`config.mk`:
```
export PLATFORM = sky130hd
export DESIGN_NAME = mul_div_unit
export DESIGN_NICKNAME = d
export VERILOG_FILES = /design/src/rtl/mul_div_unit.sv
export SDC_FILE = /design/constraint.sdc
export NUM_CORES = 1
export LEC_CHECK = 0
export CAP_MARGIN = 20
export CORE_MARGIN = 4
export CORE_UTILIZATION = 40
export DETAILED_ROUTE_END_ITERATION = 10
export PLACE_DENSITY = 0.64
export SLEW_MARGIN = 20
export SYNTH_ARGS = -nofsm -noshare
export SYNTH_HDL_FRONTEND = slang
export SYNTH_SLANG_ARGS = --single-unit
```
`constraint.sdc`:
```
create_clock -name clk -period 5.2 [get_ports clk]
set_input_delay 1.3 -clock clk [delete_from_list [all_inputs] [get_ports clk]]
set_output_delay 1.3 -clock clk [all_outputs]
set_load 0.01 [all_outputs]
```
`src/rtl/mul_div_unit.sv`:
```
// Iterative radix-2 multiply/divide unit for the EX stage.
// Signed and unsigned operations, fixed 33-cycle latency, pipeline stall request.
module mul_div_unit #(
    parameter int WIDTH = 32
) (
    input  logic                 clk,
    input  logic                 reset_n,
    input  logic                 start,
    input  logic [1:0]           op,
    input  logic [WIDTH-1:0]     src_a,
    input  logic [WIDTH-1:0]     src_b,
    input  logic                 abort,
    output logic                 busy,
    output logic                 done,
    output logic [2*WIDTH-1:0]   result,
    output logic                 stall_req
);

    localparam int CW = (WIDTH > 1) ? $clog2(WIDTH) : 1;

    typedef enum logic [1:0] {
        S_IDLE,
        S_RUN,
        S_FIN
    } state_t;

    state_t               state_q, state_d;
    logic                 div_q, div_d;          // op[1]; signedness is folded into the flags below
    logic                 sign_a_q, sign_a_d;
    logic                 sign_b_q, sign_b_d;
    logic [WIDTH-1:0]     a_q, a_d;              // |multiplicand| or |dividend|
    logic [WIDTH-1:0]     b_q, b_d;              // |multiplier| or |divisor|
    logic [2*WIDTH-1:0]   acc_q, acc_d;          // product; low half doubles as dividend/quotient
    logic [WIDTH:0]       rem_q, rem_d;
    logic [CW-1:0]        cnt_q, cnt_d;
    logic [2*WIDTH-1:0]   result_q, result_d;
    logic                 done_q, done_d;

    logic                 signed_op;
    logic [WIDTH-1:0]     abs_a, abs_b;
    logic [WIDTH:0]       mul_sum;
    logic [WIDTH+1:0]     div_shift, div_diff;
    logic [WIDTH-1:0]     quot_fix, rem_fix, orig_a;
    logic [2*WIDTH-1:0]   prod_fix, fin_result;

    // Operand conditioning and per-iteration datapath
    assign signed_op = ~op[0];
    assign abs_a     = (signed_op && src_a[WIDTH-1]) ? -src_a : src_a;
    assign abs_b     = (signed_op && src_b[WIDTH-1]) ? -src_b : src_b;

    assign mul_sum   = {1'b0, acc_q[2*WIDTH-1:WIDTH]} + {1'b0, a_q & {WIDTH{acc_q[0]}}};
    assign div_shift = {rem_q, acc_q[WIDTH-1]};
    assign div_diff  = div_shift - {2'b00, b_q};

    // Sign correction at the end; the dividend is rebuilt from its magnitude for divide-by-zero
    assign prod_fix  = (sign_a_q ^ sign_b_q) ? -acc_q : acc_q;
    assign quot_fix  = (sign_a_q ^ sign_b_q) ? -acc_q[WIDTH-1:0] : acc_q[WIDTH-1:0];
    assign rem_fix   = sign_a_q ? -rem_q[WIDTH-1:0] : rem_q[WIDTH-1:0];
    assign orig_a    = sign_a_q ? -a_q : a_q;
    assign fin_result = !div_q         ? prod_fix :
                        (b_q == '0)    ? {orig_a, {WIDTH{1'b1}}} :
                                         {rem_fix, quot_fix};

    // Next-state and datapath update
    always_comb begin
        state_d  = state_q;
        div_d    = div_q;
        sign_a_d = sign_a_q;
        sign_b_d = sign_b_q;
        a_d      = a_q;
        b_d      = b_q;
        acc_d    = acc_q;
        rem_d    = rem_q;
        cnt_d    = cnt_q;
        result_d = result_q;
        done_d   = 1'b0;
        case (state_q)
            S_IDLE: begin
                if (start && !abort) begin
                    div_d    = op[1];
                    sign_a_d = signed_op & src_a[WIDTH-1];
                    sign_b_d = signed_op & src_b[WIDTH-1];
                    a_d      = abs_a;
                    b_d      = abs_b;
                    acc_d    = op[1] ? {{WIDTH{1'b0}}, abs_a} : {{WIDTH{1'b0}}, abs_b};
                    rem_d    = '0;
                    cnt_d    = '0;
                    state_d  = S_RUN;
                end
            end
            S_RUN: begin
                if (abort) begin
                    state_d = S_IDLE;
                end else begin
                    if (div_q) begin
                        rem_d = div_diff[WIDTH+1] ? div_shift[WIDTH:0] : div_diff[WIDTH:0];
                        acc_d = {acc_q[2*WIDTH-1:WIDTH], acc_q[WIDTH-2:0], ~div_diff[WIDTH+1]};
                    end else begin
                        acc_d = {mul_sum, acc_q[WIDTH-1:1]};
                    end
                    cnt_d = cnt_q + 1'b1;
                    if (cnt_q == CW'(WIDTH - 1)) state_d = S_FIN;
                end
            end
            S_FIN: begin
                state_d = S_IDLE;
                if (!abort) begin
                    result_d = fin_result;
                    done_d   = 1'b1;
                end
            end
            default: state_d = S_IDLE;
        endcase
    end

    // State registers with synchronous active-low reset
    always_ff @(posedge clk) begin
        if (!reset_n) begin
            state_q  <= S_IDLE;
            div_q    <= 1'b0;
            sign_a_q <= 1'b0;
            sign_b_q <= 1'b0;
            a_q      <= '0;
            b_q      <= '0;
            acc_q    <= '0;
            rem_q    <= '0;
            cnt_q    <= '0;
            result_q <= '0;
            done_q   <= 1'b0;
        end else begin
            state_q  <= state_d;
            div_q    <= div_d;
            sign_a_q <= sign_a_d;
            sign_b_q <= sign_b_d;
            a_q      <= a_d;
            b_q      <= b_d;
            acc_q    <= acc_d;
            rem_q    <= rem_d;
            cnt_q    <= cnt_d;
            result_q <= result_d;
            done_q   <= done_d;
        end
    end

    assign busy      = (state_q != S_IDLE);
    assign done      = done_q;
    assign result    = result_q;
    assign stall_req = (start & ~abort & (state_q == S_IDLE)) | busy;

endmodule

```
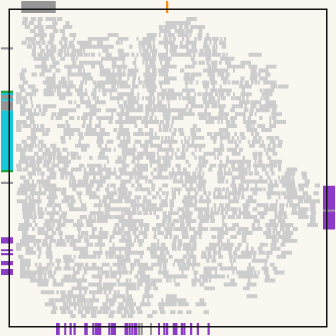
Fig. 1. Pin placement (run 1).
Pins as bars across the die edge, other pins in gray.
| color | port | pins | direction | edge |
|---|---|---|---|---|
| purple | result | 64 | output | 33 bottom, 21 right, 10 left |
| cyan | src_a | 32 | input | left |
| green | op | 2 | input | left |
| orange | reset_n | 1 | input | top |
all pins by edge: 53 left, 36 bottom, 26 top, 22 right

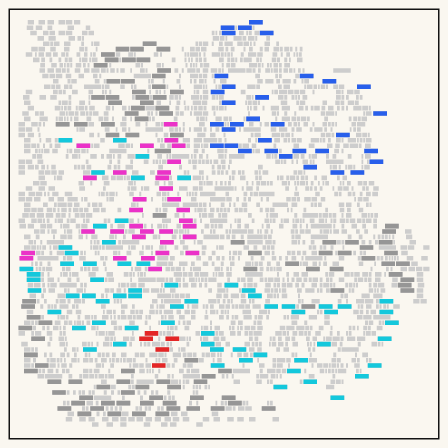
Fig. 2. Sequential cells grouped by signal name (run 1).
| color | signal | placed flops |
|---|---|---|
| blue | rem_q | 33 |
| magenta | a_q | 32 |
| cyan | acc_q | 64 |
| red | cnt_q | 5 |
not colored: 102

==> results.yml, run 1 <==
# synthesis and place-and-route metrics
min_path:
  hold_end: "result[46]"
  hp-start: "result[46]"
layout:
  final_cell_mix: "nor2_1, dfxtp_1, nand2_1"
  largestClassByArea: "multi-input combinational cells"
  inverters: 66
  postLayoutCellArea_sq_um: 20200
  area.sequential_sq_um: 4730
  layout.nets: 2523
  sh_comb_area: 0.591
status:
  status: "complete, no violations"
synth:
  top_cell: "nor2_1"
  syn_avg_cell_area_sq_um: 7.49
  ff_type: "dfxtp_1"
  synth.distinct_cells: 80
  yosysTopAreaCell: "dfxtp_1"
  syn_area_sq_um: 17500
clocking:
  cts_tree: "done"
global_route:
  grt_pass1_wl_um: 96500
  antenna_found_initial: 0
  grt_busiest_layer: "met2"
  grt_pass1_vias: 16800
placement:
  place_ws_ps: 478
floorplanning:
  die_area_sq_um: 47100
  floorplan.core_util: 0.405
route:
  wl_met2_um: 29000
  dr_wl_met3_um: 4050
worst_setup_path:
  cpMaxStageDelayCell: "or4b_1"
  slowest_delay_ps: 600
  crit_path_max_fanout: 6
timing:
  tightestPinTransition_ps: 1030
  setup_viol: 0
power_and_ir_drop:
  leakagePower_nw: 7.50
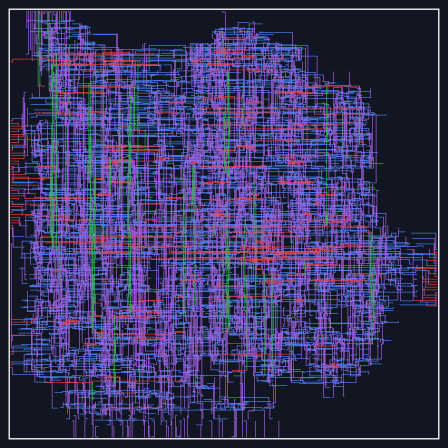
Fig. 3. Metal layers overlaid (run 1).
| color | layer | wire length |
|---|---|---|
| green | metal 4 | 2620 um |
| red | metal 3 | 4050 um |
| blue | metal 1 | 27.3 mm |
| purple | metal 2 | 29.0 mm |
via count: 17900
final wirelength: 63000 um
per-cell routed wire length: 21.1 um
Total GRT Usage: 0.254

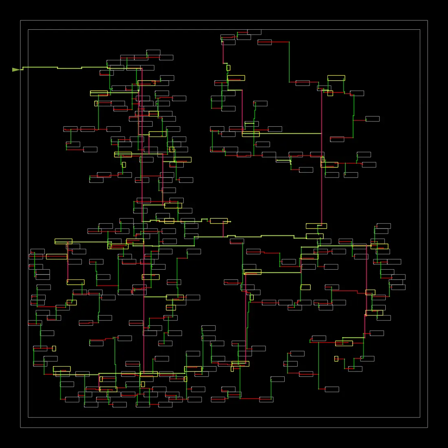
Fig. 4. Clock wiring as the flow saved it (run 1).
Num CTS Buffers: 28
Clk Latency, worst-skew pair: 570 ps
clock buf count: 38
Max Clock Skew: 11.6 ps
sequential cell count: 236

Fig. 5: run 1, gate families picked out
The bar under the picture is 50 um long.
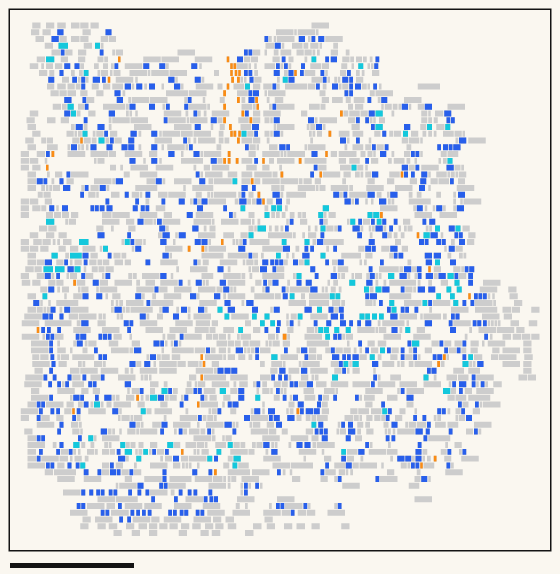

==> run 1 -> run 2 <==
Clock period 5.2 ns to 4.2 ns, I/O delays scaled along.
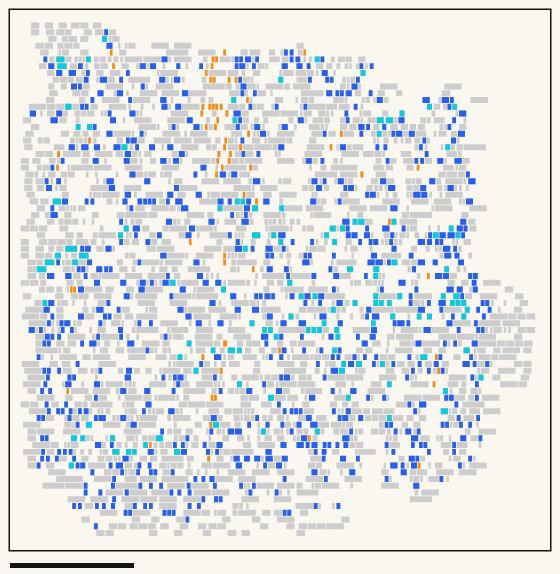
Fig. 6. Gate families picked out (run 2).
The bar under the picture is 50 um long.
| color | family | cells |
|---|---|---|
| orange | inv cells | 66 |
| cyan | and/or cells | 123 |
| blue | aoi and oai cells | 667 |

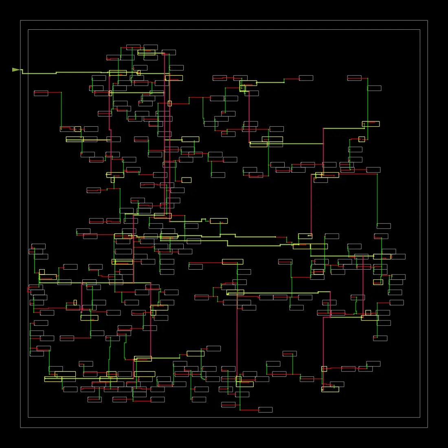
Fig. 7. Clock wiring as the flow saved it (run 2).
Num CTS Buffers: 29
Sink Count: 236
Clk power: 2.71 mW
clock buf count: 36

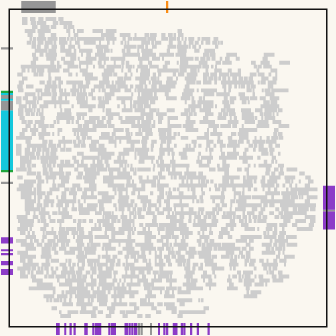
Fig. 8. Pin placement (run 2).
Pins as bars across the die edge, other pins in gray.
| color | port | pins | direction | edge |
|---|---|---|---|---|
| green | op | 2 | input | left |
| orange | reset_n | 1 | input | top |
| purple | result | 64 | output | 33 bottom, 21 right, 10 left |
| cyan | src_a | 32 | input | left |
chip height: 217 um
Die Wd: 217 um
port bufs: 136

==> run 2 against run 1 <==
Compared with the run above:
- wire length increased by 1.3%
- cell count is 1.9% higher
- clock power is 38% higher
- setup slack got worse by 540 ps
- sequential share of layout area fell by 0.59 points
- flip-flop count unchanged
- count of clock-buffer cells in the layout is 2 lower
- register-to-register slack got worse by 830 ps
- synthesized area stayed put
- non-clock buffer count grew 53
- worst hold slack worse by 0.50 ps
- critical path depth unchanged
- critical endpoint unchanged
==> results.yml, run 2 <==
# synthesis and place-and-route metrics
power_and_ir_drop:
  leakagePower_nw: 7.79
global_route:
  grt.total_usage: 0.259
  grt_pass1_vias: 17200
  grt_pass1_wl_um: 98300
  grt_busiest_layer: "met2"
timing:
  finClkSkew_ps: 20.7
  tightestPinTransition_ps: 942
  setup_viol: 0
synth:
  yosysTopAreaCell: "dfxtp_1"
  syn_avg_cell_area_sq_um: 7.49
  top_cell: "nor2_1"
  ff_type: "dfxtp_1"
  synth.distinct_cells: 80
status:
  status: "complete, no violations"
route:
  num_vias: 18200
  wire_per_inst_um: 21.0
  wl_met2_um: 29000
placement:
  place_ws_ps: -116
floorplanning:
  floorplan.core_util: 0.405
layout:
  layout.nets: 2577
  inverters: 66
  seq_cells: 236
  postLayoutCellArea_sq_um: 20800
  largestClassByArea: "multi-input combinational cells"
worst_setup_path:
  slowest_delay_ps: 540
  cpMaxStageDelayCell: "or4_4"
clocking:
  cts_tree: "done"
==> run 2 -> run 3 <==
Settings changed: GPL_ROUTABILITY_DRIVEN set to 1.
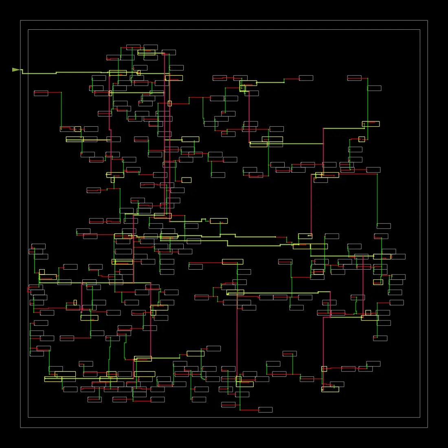
Fig. 9. Clock wiring as the flow saved it (run 3).
Max Clock Skew: 20.7 ps
Clk Latency, worst-skew pair: 600 ps

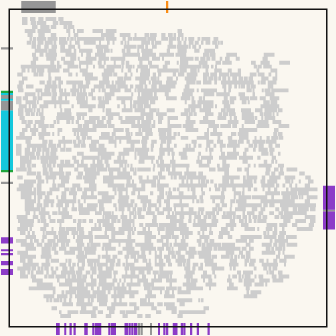
Fig. 10. Pin placement (run 3).
Pins as bars across the die edge, other pins in gray.
| color | port | pins | direction | edge |
|---|---|---|---|---|
| cyan | src_a | 32 | input | left |
| purple | result | 64 | output | 33 bottom, 21 right, 10 left |
| green | op | 2 | input | left |
| orange | reset_n | 1 | input | top |
all pins by edge: 53 left, 36 bottom, 26 top, 22 right

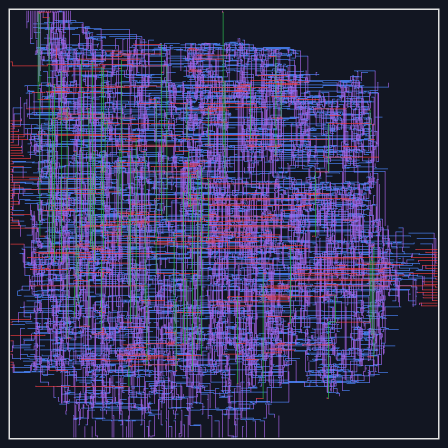
Fig. 11. Metal layers overlaid (run 3).
| color | layer | wire length |
|---|---|---|
| purple | metal 2 | 29.0 mm |
| blue | metal 1 | 27.3 mm |
| red | metal 3 | 4200 um |
| green | metal 4 | 3250 um |
final wirelength: 63800 um
Total GRT Usage: 0.259
per-cell routed wire length: 21.0 um

==> run 3 against run 2 <==
Compared with the run above:
- synthesized cell count is the same
- largest cell class unchanged
- critical path depth is the same
- highest routed layer unchanged
- non-clock buffer count is the same
- wire length is the same
- sequential share of layout area is the same
- via count is the same
- register-to-register slack is essentially flat
- combinational power is essentially flat
- flip-flop count is the same
==> results.yml, run 3 <==
# synthesis and place-and-route metrics
synth:
  yosysTopAreaCell: "dfxtp_1"
  ff_type: "dfxtp_1"
  synth.distinct_cells: 80
  top_cell: "nor2_1"
  syn_avg_cell_area_sq_um: 7.49
  mux_area_frac: 0.0402
placement:
  portBuffers: 136
  place_ws_ps: -116
  dp_cells: 2988
power_and_ir_drop:
  leakagePower_nw: 7.79
  powerComb_mw: 1.23
  pg_clk_mw: 2.71
global_route:
  grt_pass1_wl_um: 98300
  grt_busiest_layer: "met2"
  grt_pass1_vias: 17200
worst_setup_path:
  reg2reg_to: "rem_q[7]"
  cpMaxStageDelayCell: "or4_4"
  slowest_delay_ps: 540
  cp.required_ps: 4660
  reg2reg_depth: 10
layout:
  postLayoutCellArea_sq_um: 20800
  seq_cells: 236
  inverters: 66
  nClkBuffers: 36
clocking:
  cts_tree: "done"
  numCtsBuffers: 29
  clock_path_buffers: 3
  cts_sinks: 236
timing:
  tightestPinTransition_ps: 942
  setup_viol: 0
  setup_tns_ps: 0
route:
  wl_met2_um: 29000
  num_vias: 18200
flow_run:
  tool_warnings: 28
status:
  status: "complete, no violations"
floorplanning:
  fp.dieH_um: 217
  floorplan.core_util: 0.405
  die_w_um: 217
Power and IR drop assume default switching activity.
